===== config.mk =====
export PLATFORM = sky130hd
export DESIGN_NAME = conv_read_scheduler
export DESIGN_NICKNAME = d
export VERILOG_FILES = /design/src/rtl/conv_sched_pkg.sv /design/src/rtl/sched_credit_counter.sv /design/src/rtl/conv_read_scheduler.sv
export SDC_FILE = /design/constraint.sdc
export NUM_CORES = 1
export LEC_CHECK = 0
export CORE_ASPECT_RATIO = 0.7
export CORE_MARGIN = 2
export CORE_UTILIZATION = 44
export CTS_BUF_LIST = sky130_fd_sc_hd__clkbuf_16
export DETAILED_ROUTE_END_ITERATION = 7
export PLACE_DENSITY = 0.74
export SLEW_MARGIN = 20
export SYNTH_ARGS = -nofsm -noshare
export SYNTH_HDL_FRONTEND = slang
export SYNTH_SLANG_ARGS = --single-unit

===== constraint.sdc =====
create_clock -name clk -period 4.4 [get_ports clk]
set_input_delay 0.44 -clock clk [delete_from_list [all_inputs] [get_ports clk]]
set_output_delay 0.44 -clock clk [all_outputs]
set_load 0.02 [all_outputs]

===== src/rtl/conv_sched_pkg.sv =====
// Shared types and constants for the conv-layer read scheduler: FSM state encoding
// and the bit layout of packed shape words (w, h, n_wrap_c).
package conv_sched_pkg;

    typedef enum logic [2:0] {
        IDLE  = 3'd0,
        WAIT  = 3'd1,
        RUN   = 3'd2,
        GAP   = 3'd3,
        DRAIN = 3'd4
    } sched_state_t;

    localparam int W_LSB  = 0;
    localparam int H_LSB  = 9;
    localparam int C_LSB  = 18;
    localparam int W_BITS = 9;
    localparam int H_BITS = 9;
    localparam int C_BITS = 7;

    // Assemble a packed shape word from its three fields.
    function automatic logic [W_BITS+H_BITS+C_BITS-1:0] pack_shape(
        input logic [C_BITS-1:0] c,
        input logic [H_BITS-1:0] h,
        input logic [W_BITS-1:0] w
    );
        logic [W_BITS+H_BITS+C_BITS-1:0] s;
        s = {(W_BITS+H_BITS+C_BITS){1'b0}};
        s[W_LSB +: W_BITS] = w;
        s[H_LSB +: H_BITS] = h;
        s[C_LSB +: C_BITS] = c;
        return s;
    endfunction

endpackage


===== src/rtl/sched_credit_counter.sv =====
// Saturating credit counter for feature-map buffer words: one add and one subtract
// per cycle folded into a single update, clamped to [0, 2^B_ADDR] with a sticky error flag.
module sched_credit_counter
    import conv_sched_pkg::*;
#(
    parameter int B_ADDR = 9
) (
    input  logic            clk,
    input  logic            rstn,
    input  logic            add_en,
    input  logic [B_ADDR:0] add_val,
    input  logic            sub_en,
    input  logic [B_ADDR:0] sub_val,
    output logic [B_ADDR:0] avail,
    output logic [B_ADDR:0] free_words,
    output logic            err_ovf
);

    localparam logic [B_ADDR+2:0] CAP_W = {2'b00, 1'b1, {B_ADDR{1'b0}}};
    localparam logic [B_ADDR:0]   CAP_N = {1'b1, {B_ADDR{1'b0}}};

    logic [B_ADDR+2:0] add_term_s;
    logic [B_ADDR+2:0] sub_term_s;
    logic [B_ADDR+2:0] sum_s;
    logic [B_ADDR:0]   next_s;
    logic              ovf_s;
    logic [B_ADDR:0]   avail_r;
    logic [B_ADDR:0]   free_r;
    logic              ovf_r;

    // Next credit value; the extra top bits act as sign so underflow is detectable
    always_comb begin
        add_term_s = add_en ? {2'b00, add_val} : {(B_ADDR+3){1'b0}};
        sub_term_s = sub_en ? {2'b00, sub_val} : {(B_ADDR+3){1'b0}};
        sum_s      = {2'b00, avail_r} + add_term_s - sub_term_s;
        if (sum_s[B_ADDR+2]) begin
            next_s = {(B_ADDR+1){1'b0}};
            ovf_s  = 1'b1;
        end else if (sum_s > CAP_W) begin
            next_s = CAP_N;
            ovf_s  = 1'b1;
        end else begin
            next_s = sum_s[B_ADDR:0];
            ovf_s  = 1'b0;
        end
    end

    // Credit, free-space and sticky error registers
    always_ff @(posedge clk or negedge rstn) begin
        if (!rstn) begin
            avail_r <= {(B_ADDR+1){1'b0}};
            free_r  <= CAP_N;
            ovf_r   <= 1'b0;
        end else begin
            avail_r <= next_s;
            free_r  <= CAP_N - next_s;
            ovf_r   <= ovf_r | ovf_s;
        end
    end

    assign avail      = avail_r;
    assign free_words = free_r;
    assign err_ovf    = ovf_r;

endmodule


===== src/rtl/conv_read_scheduler.sv =====
// Per-layer sequencer for the strided buffer reader: accepts a layer command, waits for
// buffer credit, sweeps the ftm n_pass times, drains the read pipe and releases credit.
module conv_read_scheduler
    import conv_sched_pkg::*;
#(
    parameter int B_BUF_ADDR = 9,
    parameter int B_SHAPE    = 25,
    parameter int B_PASS     = 8,
    parameter int RD_LAT     = 2
) (
    input  logic                  clk,
    input  logic                  rstn,
    input  logic                  cmd_valid,
    output logic                  cmd_ready,
    input  logic [1:0]            cmd_stride,
    input  logic [1:0]            cmd_pad,
    input  logic [B_SHAPE-1:0]    cmd_wei_shape,
    input  logic [B_SHAPE-1:0]    cmd_ftm_shape,
    input  logic [B_BUF_ADDR:0]   cmd_ftm_words,
    input  logic [B_PASS-1:0]     cmd_n_pass,
    input  logic                  wr_commit,
    input  logic [B_BUF_ADDR:0]   wr_words,
    output logic [B_BUF_ADDR:0]   free_words,
    input  logic                  abort,
    output logic                  rd_en,
    output logic [1:0]            stride,
    output logic [1:0]            pad,
    output logic [B_SHAPE-1:0]    wei_shape,
    output logic [B_SHAPE-1:0]    ftm_shape,
    output logic                  rptr_incr_en,
    input  logic                  is_last,
    output logic                  out_valid,
    output logic                  out_pass_last,
    output logic                  out_layer_last,
    output logic                  busy,
    output logic                  done,
    output logic                  err_ovf
);

    localparam logic [2:0]        DRAIN_LAST = 3'(RD_LAT - 1);
    localparam logic [B_PASS-1:0] PASS_ONE   = {{(B_PASS-1){1'b0}}, 1'b1};
    localparam logic [B_PASS-1:0] PASS_ZERO  = {B_PASS{1'b0}};

    sched_state_t           state_r;
    logic [1:0]             cfg_stride_r;
    logic [1:0]             cfg_pad_r;
    logic [B_SHAPE-1:0]     cfg_wei_r;
    logic [B_SHAPE-1:0]     cfg_ftm_r;
    logic [B_BUF_ADDR:0]    cfg_words_r;
    logic [B_PASS-1:0]      last_pass_r;
    logic [B_PASS-1:0]      pass_cnt_r;
    logic [2:0]             drain_cnt_r;
    logic                   rd_en_r;
    logic                   rptr_r;
    logic                   cmd_ready_r;
    logic                   busy_r;
    logic                   done_r;
    logic [RD_LAT-1:0]      vld_pipe_r;
    logic [RD_LAT-1:0]      pl_pipe_r;
    logic [RD_LAT-1:0]      ll_pipe_r;

    logic                   hit_s;
    logic                   final_pass_s;
    logic                   release_s;
    logic [B_BUF_ADDR:0]    avail_s;

    assign hit_s        = (state_r == RUN) && rd_en_r && is_last;
    assign final_pass_s = (pass_cnt_r == last_pass_r);
    assign release_s    = (state_r == DRAIN) && (drain_cnt_r == DRAIN_LAST) && !abort;

    sched_credit_counter #(
        .B_ADDR     (B_BUF_ADDR)
    ) u_credit (
        .clk        (clk),
        .rstn       (rstn),
        .add_en     (wr_commit),
        .add_val    (wr_words),
        .sub_en     (release_s),
        .sub_val    (cfg_words_r),
        .avail      (avail_s),
        .free_words (free_words),
        .err_ovf    (err_ovf)
    );

    // Layer sequencing FSM; abort overrides every transition and returns to IDLE
    always_ff @(posedge clk or negedge rstn) begin
        if (!rstn) begin
            state_r      <= IDLE;
            cfg_stride_r <= 2'b00;
            cfg_pad_r    <= 2'b00;
            cfg_wei_r    <= {B_SHAPE{1'b0}};
            cfg_ftm_r    <= {B_SHAPE{1'b0}};
            cfg_words_r  <= {(B_BUF_ADDR+1){1'b0}};
            last_pass_r  <= PASS_ZERO;
            pass_cnt_r   <= PASS_ZERO;
            drain_cnt_r  <= 3'd0;
            rd_en_r      <= 1'b0;
            rptr_r       <= 1'b0;
            cmd_ready_r  <= 1'b0;
            busy_r       <= 1'b0;
            done_r       <= 1'b0;
        end else if (abort) begin
            state_r      <= IDLE;
            pass_cnt_r   <= PASS_ZERO;
            drain_cnt_r  <= 3'd0;
            rd_en_r      <= 1'b0;
            rptr_r       <= 1'b0;
            cmd_ready_r  <= 1'b1;
            busy_r       <= 1'b0;
            done_r       <= 1'b0;
        end else begin
            done_r <= 1'b0;
            case (state_r)
                IDLE: begin
                    cmd_ready_r <= 1'b1;
                    if (cmd_valid && cmd_ready_r) begin
                        cfg_stride_r <= cmd_stride;
                        cfg_pad_r    <= cmd_pad;
                        cfg_wei_r    <= cmd_wei_shape;
                        cfg_ftm_r    <= cmd_ftm_shape;
                        cfg_words_r  <= cmd_ftm_words;
                        last_pass_r  <= (cmd_n_pass == PASS_ZERO) ? PASS_ZERO
                                                                  : cmd_n_pass - PASS_ONE;
                        pass_cnt_r   <= PASS_ZERO;
                        cmd_ready_r  <= 1'b0;
                        busy_r       <= 1'b1;
                        state_r      <= WAIT;
                    end
                end
                WAIT: begin
                    if (avail_s >= cfg_words_r) begin
                        state_r <= RUN;
                        rd_en_r <= 1'b1;
                        rptr_r  <= (last_pass_r == PASS_ZERO);
                    end
                end
                RUN: begin
                    // rd_en stays high for the whole sweep; the reader restarts x/y when it drops
                    if (is_last) begin
                        rd_en_r <= 1'b0;
                        rptr_r  <= 1'b0;
                        if (final_pass_s) begin
                            drain_cnt_r <= 3'd0;
                            state_r     <= DRAIN;
                        end else begin
                            pass_cnt_r <= pass_cnt_r + PASS_ONE;
                            state_r    <= GAP;
                        end
                    end
                end
                GAP: begin
                    state_r <= RUN;
                    rd_en_r <= 1'b1;
                    rptr_r  <= final_pass_s;
                end
                DRAIN: begin
                    if (drain_cnt_r == DRAIN_LAST) begin
                        state_r     <= IDLE;
                        done_r      <= 1'b1;
                        busy_r      <= 1'b0;
                        cmd_ready_r <= 1'b1;
                    end else begin
                        drain_cnt_r <= drain_cnt_r + 3'd1;
                    end
                end
                default: begin
                    state_r     <= IDLE;
                    rd_en_r     <= 1'b0;
                    rptr_r      <= 1'b0;
                    busy_r      <= 1'b0;
                    cmd_ready_r <= 1'b0;
                end
            endcase
        end
    end

    // Read-latency delay pipes aligning valid and last flags with data at the datapath
    always_ff @(posedge clk or negedge rstn) begin
        if (!rstn) begin
            vld_pipe_r <= {RD_LAT{1'b0}};
            pl_pipe_r  <= {RD_LAT{1'b0}};
            ll_pipe_r  <= {RD_LAT{1'b0}};
        end else if (abort) begin
            vld_pipe_r <= {RD_LAT{1'b0}};
            pl_pipe_r  <= {RD_LAT{1'b0}};
            ll_pipe_r  <= {RD_LAT{1'b0}};
        end else begin
            vld_pipe_r[0] <= rd_en_r;
            pl_pipe_r[0]  <= hit_s;
            ll_pipe_r[0]  <= hit_s && final_pass_s;
            for (int i = 1; i < RD_LAT; i++) begin
                vld_pipe_r[i] <= vld_pipe_r[i-1];
                pl_pipe_r[i]  <= pl_pipe_r[i-1];
                ll_pipe_r[i]  <= ll_pipe_r[i-1];
            end
        end
    end

    assign cmd_ready      = cmd_ready_r;
    assign stride         = cfg_stride_r;
    assign pad            = cfg_pad_r;
    assign wei_shape      = cfg_wei_r;
    assign ftm_shape      = cfg_ftm_r;
    assign rd_en          = rd_en_r;
    assign rptr_incr_en   = rptr_r;
    assign busy           = busy_r;
    assign done           = done_r;
    assign out_valid      = vld_pipe_r[RD_LAT-1];
    assign out_pass_last  = pl_pipe_r[RD_LAT-1];
    assign out_layer_last = ll_pipe_r[RD_LAT-1];

endmodule


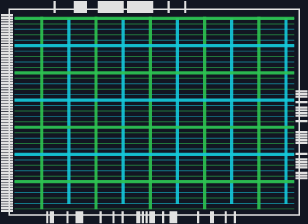
Figure 1: run 1, floorplan with the power grid.
Drawn at 2 px/µm. Pins as bars on the die edge.
VSS: drawn in green. VDD: drawn in cyan.
The core has 35 rows. 36 met1 rails follow the rows. 7 straps on met5. 10 straps on met4.

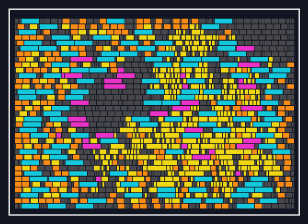
Figure 2: run 1, placed cells, one color a class.
Drawn at 2 px/µm. Fill, decap, tap and diode cells in gray.
clock drivers and dummy loads: drawn in magenta, cells 32. registers: drawn in cyan, cells 117. remaining buffers and delay cells: drawn in orange, cells 207. remaining logic cells: drawn in yellow, cells 417.

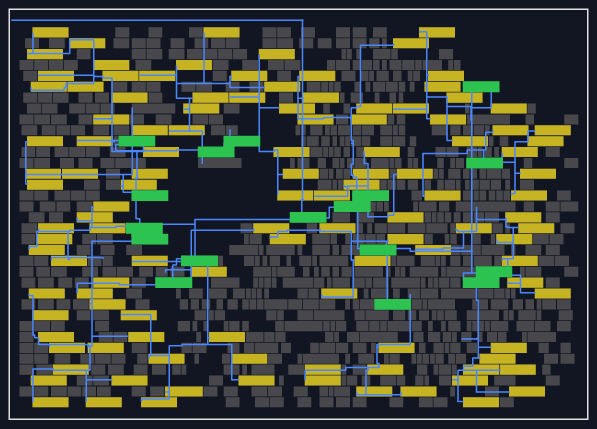
Figure 3: run 1, clock network drawn from the DEF.
Drawn at 4 px/µm.
flip-flops: drawn in yellow, count 117. clock-net drivers: drawn in green, count 17. clock wires: drawn in blue, length 1660 µm.
Position of the flops: widely spread.
Max Clock Skew: 0.01092 ns
Worst-Skew Late Latency: 0.41 ns
clock-net power: 1480 µW
part of the power in the clock network: 21.3%

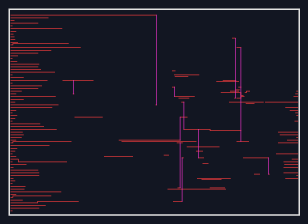
Figure 4: run 1, signal wires by layer.
Drawn at 2 px/µm. Only two layers are drawn.
M3: drawn in red, wire length 1300 µm. M4: drawn in magenta, wire length 225 µm.

==> results.txt, run 1 <==
Summary of implementation figures.

Synth
In this run, synthesis produced a sequential element count of between 100 and 150. The fraction of the mapped netlist area in compound gates is under 10%. The post-synthesis cell count is roughly 550. The portion of netlist area occupied by mux cells is a little over an eighth.

The main area contributors are dfrtp_1 (48%), mux2_2 (12%), ha_1 (5.4%), fa_1 (3.3%), inv_1 (3.2%). The most used flip-flop cell is dfrtp_1. Yosys printed 0 warnings.

The xor and xnor fraction of the mapped netlist area is slightly below 4%. The yosys-reported design area after synthesis is a little over 0.006 mm². The cell with the most instances after synthesis is dfrtp_1. After synthesis the cells add up to 0.006056 mm². The dominant kind of combinational cell is multiplexers.

Setup path
The critical path depth in cells is 17. The data required time at the worst endpoint is roughly 4.7 ns. STA reports a reg2reg setup slack of around 0.089 ns. The startpoint of the worst setup timing path is state_r[0]$_DFFE_PN0P_. The depth of the worst register-to-register path is 17. Among all stages on the critical path, the largest delay is contributed by fa_1.

The critical path class is flip-flop to flip-flop. The worst setup path is captured at a flip-flop. The report lists the cells along the critical path as nor2_2 > nand3b_1 > buf_6 > nor3_2 > fa_1 > fa_2 > and2b_2 > o2111ai_4 > a31oi_4 > o2111ai_4 > o311ai_2 > nand4_2 > or2_4 > ha_4 > nand2_1 > mux2_2 > o22ai_1. The worst setup path is launched from a flip-flop. The worst register-to-register path begins at state_r[0]$_DFFE_PN0P_.

Global route
The global route stage reports its total congestion overflow as 0. The most heavily used metal layer in global routing is met2. The global-route wire length before repair is about 25000 µm. The met3 track demand over resource in global routing is 8.107%.

Floorplan
According to the I/O placement log, the pin count is 161. The chip footprint is about 0.015 mm². The floorplan step set the die width to ~140 µm. Per the OpenROAD floorplan log, the area of the core is 0.01331 mm².

Pwr
The biggest slice of the total power is consumed by combinational logic. Per report_power, the Sequential row totals between 1500 and 2000 µW. Combinational logic burns a little over half of the power. In this run the power density over the cells is between 700 and 800 mW/mm². The total power after layout is approximately 6900 µW. The combinational cell power is 3680 µW. The largest vdd supply drop is approximately 0.00044 V.

Clock tree
In this run the deepest clock path goes through 2 buffers. The clock H-tree reported by CTS has 4 levels. TritonCTS built the clock tree. The total clock buffers created by CTS is 17.

After clock tree synthesis, the setup repair step added 0 buffers. The number of hold buffers added after CTS is 0. The post-CTS resize count is 4.

The clock root buffer is clkbuf_16.

Layout
The non-clock inverter total of the final layout is about 52. The total of plain and repair buffers excluding clock buffers is between 200 and 250. The area of all sequential standard cells is between 0.002 and 0.003 mm². From synthesis to final layout, the design area changed by 47.67%. The fraction of standard cell area that is sequential is 32.75%. The combinational share of cell area is between 30% and 40%. The final cell count without fillers is between 900 and 1000. The final layout net count is 884. The fraction of final layout cells sized beyond drive strength 1 is 23.42%. In the final layout, non-clock buffers account for 21.94% of the cell area. Measured on the finished design, the core utilization comes to between 60% and 70%. For this run, the script counts the antenna cells in the layout as 0. The design has ~120 sequential cells. The footprint of the multi-input gates is 0.002994 mm². Per the cell usage report, the commonest logic cells after layout are clkdlybuf4s50_1 (158), dfrtp_1 (116), mux2_2 (67). The biggest area consumer among cell classes is combinational gates. The clock distribution area overhead in the final layout is under 10%.

Timing
The final timing summary puts the cycle share of the worst path at 97.97%. The minimum clock period is 4.311 ns. The pin closest to its max-slew limit shows a slew of 0.9644 ns. The smallest setup slack after layout is about 0.089 ns. The final count of negative-setup-slack endpoints is 0.

After routing, the total negative slack on setup checks comes to 0 ns.

Routing
The final antenna-violating net count is 0. The met2 wire length is ~7400 µm. After the first detailed-routing iteration, the DRC count stood at ~270. Summed over all nets, wire length on met3 after detailed routing comes to about 1300 µm.

Per the detailed-route log, wirelength across all metal layers totals approximately 16000 µm. The DRC violations left is 0.

Run status
The run finished with clean final reports.

Placement
The worst-case setup slack after placement is -0.4190 ns.

Worst hold path
The most critical min-delay path falls under primary input to async pin.
## Run 2: what changed since run 1
--- a/config.mk
+++ b/config.mk
@@ -6,7 +6,7 @@
 export NUM_CORES = 1
 export LEC_CHECK = 0
 export CORE_ASPECT_RATIO = 0.7
-export CORE_MARGIN = 2
+export CORE_MARGIN = 5
 export CORE_UTILIZATION = 44
 export CTS_BUF_LIST = sky130_fd_sc_hd__clkbuf_16
 export DETAILED_ROUTE_END_ITERATION = 7
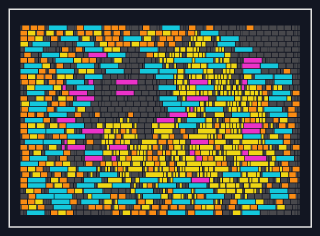
Figure 5: run 2, placed cells, one color a class.
Drawn at 2 px/µm. Fill, decap, tap and diode cells in gray.
Site Rows: 35
final standard cell utilization of the core: 68.06%
core area: 0.01331 mm²
post-route cell area: 0.009061 mm²

==> results.txt, run 2 <==
Summary of implementation figures.

Global route
The pin count of the biggest net entering global routing is 87 (was 76). The global-route wire length before repair is 26920 µm (was 25470 µm). The most heavily used metal layer in global routing is met2 (unchanged).

The met3 track demand over resource in global routing is 10.10% (was 8.107%). The total congestion overflow after global routing is 0 (unchanged).

Timing
The worst clock skew on the final layout is 0.01711 ns (was 0.01092 ns). The minimum clock period was 4.338 ns (was 4.311 ns). The maximum clock frequency is 230.5 MHz (was 232.0 MHz).

The worst-margin pin slew was 0.9769 ns (was 0.9644 ns). The setup total negative slack was 0 ns (unchanged). The final count of negative-setup-slack endpoints is 0 (unchanged). The smallest setup slack after layout came to 0.06162 ns (was 0.08918 ns).

Pwr
The biggest power consumer among the groups is combinational logic (unchanged). The logic gate share of total power is 54.1% (was 53.0%). The share of total power in the clock network is 20.6% (was 21.3%). The power consumed by the clock network is 1450 µW (was 1480 µW). The combinational cell power is 3820 µW (was 3680 µW). The power density of the placed cells was 780.0 mW/mm² (was 776.0 mW/mm²). The total power after layout is 7068 µW (was 6939 µW).

Synth
The number of warnings issued by yosys is 0 (unchanged). The most used flip-flop cell is dfrtp_1 (unchanged). Cells taking the most area after synthesis: dfrtp_1 (48%), mux2_2 (12%), ha_1 (5.4%), fa_1 (3.3%), inv_1 (3.2%) (unchanged). The cell with the most instances after synthesis is dfrtp_1 (unchanged). The unique cell type count in the Yosys netlist was 58 (unchanged). The number of flip-flops and latches in the synthesized netlist is 117 (unchanged).

The fraction of the mapped netlist area in compound gates was 8.182% (unchanged). The post-synthesis cell count is 553 (unchanged). The dominant kind of combinational cell is multiplexers (unchanged). The synthesized area is 0.006056 mm² (unchanged). The portion of netlist area occupied by mux cells is 13.45% (unchanged). The xor and xnor fraction of the mapped netlist area is 3.884% (unchanged).

Setup path
The critical path class was flip-flop to flip-flop (unchanged). The critical path depth in cells came to 18 (was 17). The slowest cell on the critical path is fa_1 (unchanged). The depth of the worst register-to-register path was 18 (was 17). Critical path, cell by cell: nor2_4 > nand3b_1 > buf_6 > buf_4 > nor3_2 > fa_1 > inv_1 > ha_1 > or2_2 > o31a_1 > xnor2_2 > o2111ai_4 > o41ai_2 > nand4_2 > or2_4 > ha_4 > buf_4 > xnor2_1 (was nor2_2 > nand3b_1 > buf_6 > nor3_2 > fa_1 > fa_2 > and2b_2 > o2111ai_4 > a31oi_4 > o2111ai_4 > o311ai_2 > nand4_2 > or2_4 > ha_4 > nand2_1 > mux2_2 > o22ai_1). The reg-to-reg startpoint is state_r[0]$_DFFE_PN0P_ (unchanged).

The kind of start point of the critical path is a flip-flop (unchanged). The worst reg-to-reg setup slack came to 0.06 ns (was 0.09 ns). The startpoint of the worst setup timing path is state_r[0]$_DFFE_PN0P_ (unchanged). The data required time at the worst endpoint is 4.72 ns (was 4.67 ns).

Layout
The total of plain and repair buffers excluding clock buffers is 219 (was 207). The area growth from synthesis to layout was 49.63% (was 47.67%). The final layout net count is 896 (was 884). The fraction of standard cell area that is sequential is 32.33% (was 32.75%). The number of diodes added for antenna fixing is 0 (unchanged). The final cell count without fillers is 970 (was 958). The sequential cell count of the final layout is 117 (unchanged). The layout buffering overhead excluding clock cells came to 22.69% (was 21.94%). The fraction of final layout cells sized beyond drive strength 1 is 24.84% (was 23.42%). The non-clock inverter total of the final layout is 52 (unchanged). The biggest area consumer among cell classes was combinational gates (unchanged). The clock distribution area overhead in the final layout is 6.780% (was 7.052%). The area of all sequential standard cells is 0.002929 mm² (unchanged). The combinational share of cell area is 33.47% (was 33.48%).

Placement
The placed instance area is 0.008178 mm² (was 0.008163 mm²). The worst-case setup slack after placement is -0.4762 ns (was -0.4190 ns).

Floorplan
The top-level port count is 161 (unchanged). The chip footprint came to 0.01625 mm² (was 0.01473 mm²).

Routing
The routed length on met3 came to 1930 µm (was 1297 µm). The DRC violations left is 0 (unchanged). The via density per instance is 5.167 (was 5.133).

The final antenna-violating net count was 0 (unchanged). The total detailed-routing wirelength is 17030 µm (was 16030 µm). The met2 wire length is 7651 µm (was 7356 µm).

Clock tree
The maximum number of buffers from clock root to sink is 2 (unchanged). The clock root buffer is clkbuf_16 (unchanged). The clock latency reported for the late side of the worst-skew pair is 0.42 ns (was 0.41 ns). The H-tree depth came to 4 (unchanged). The number of hold buffers added after CTS came to 0 (unchanged). The CTS tree is yes (unchanged).

The buffers inserted during post-CTS setup optimization is 2 (was 0).

Run
The number of warnings in the stage logs is 28 (was 27).

Run status
Run status: completed (unchanged).

Worst hold path
The path type of the worst min-delay path is primary input to async pin (unchanged).
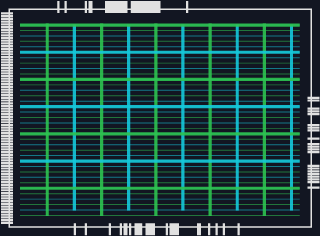
Figure 6: run 2, floorplan with the power grid.
Drawn at 2 px/µm. Pins as bars on the die edge.
VDD: drawn in cyan. VSS: drawn in green.
36 met1 rails follow the rows. 7 straps on met5. 10 straps on met4. 161 signal pins sit on the boundary. The core has 35 rows.
Max VDD drop: 0.0004008 V
floorplan die width: 150.2 µm

Power and IR drop assume default switching activity.
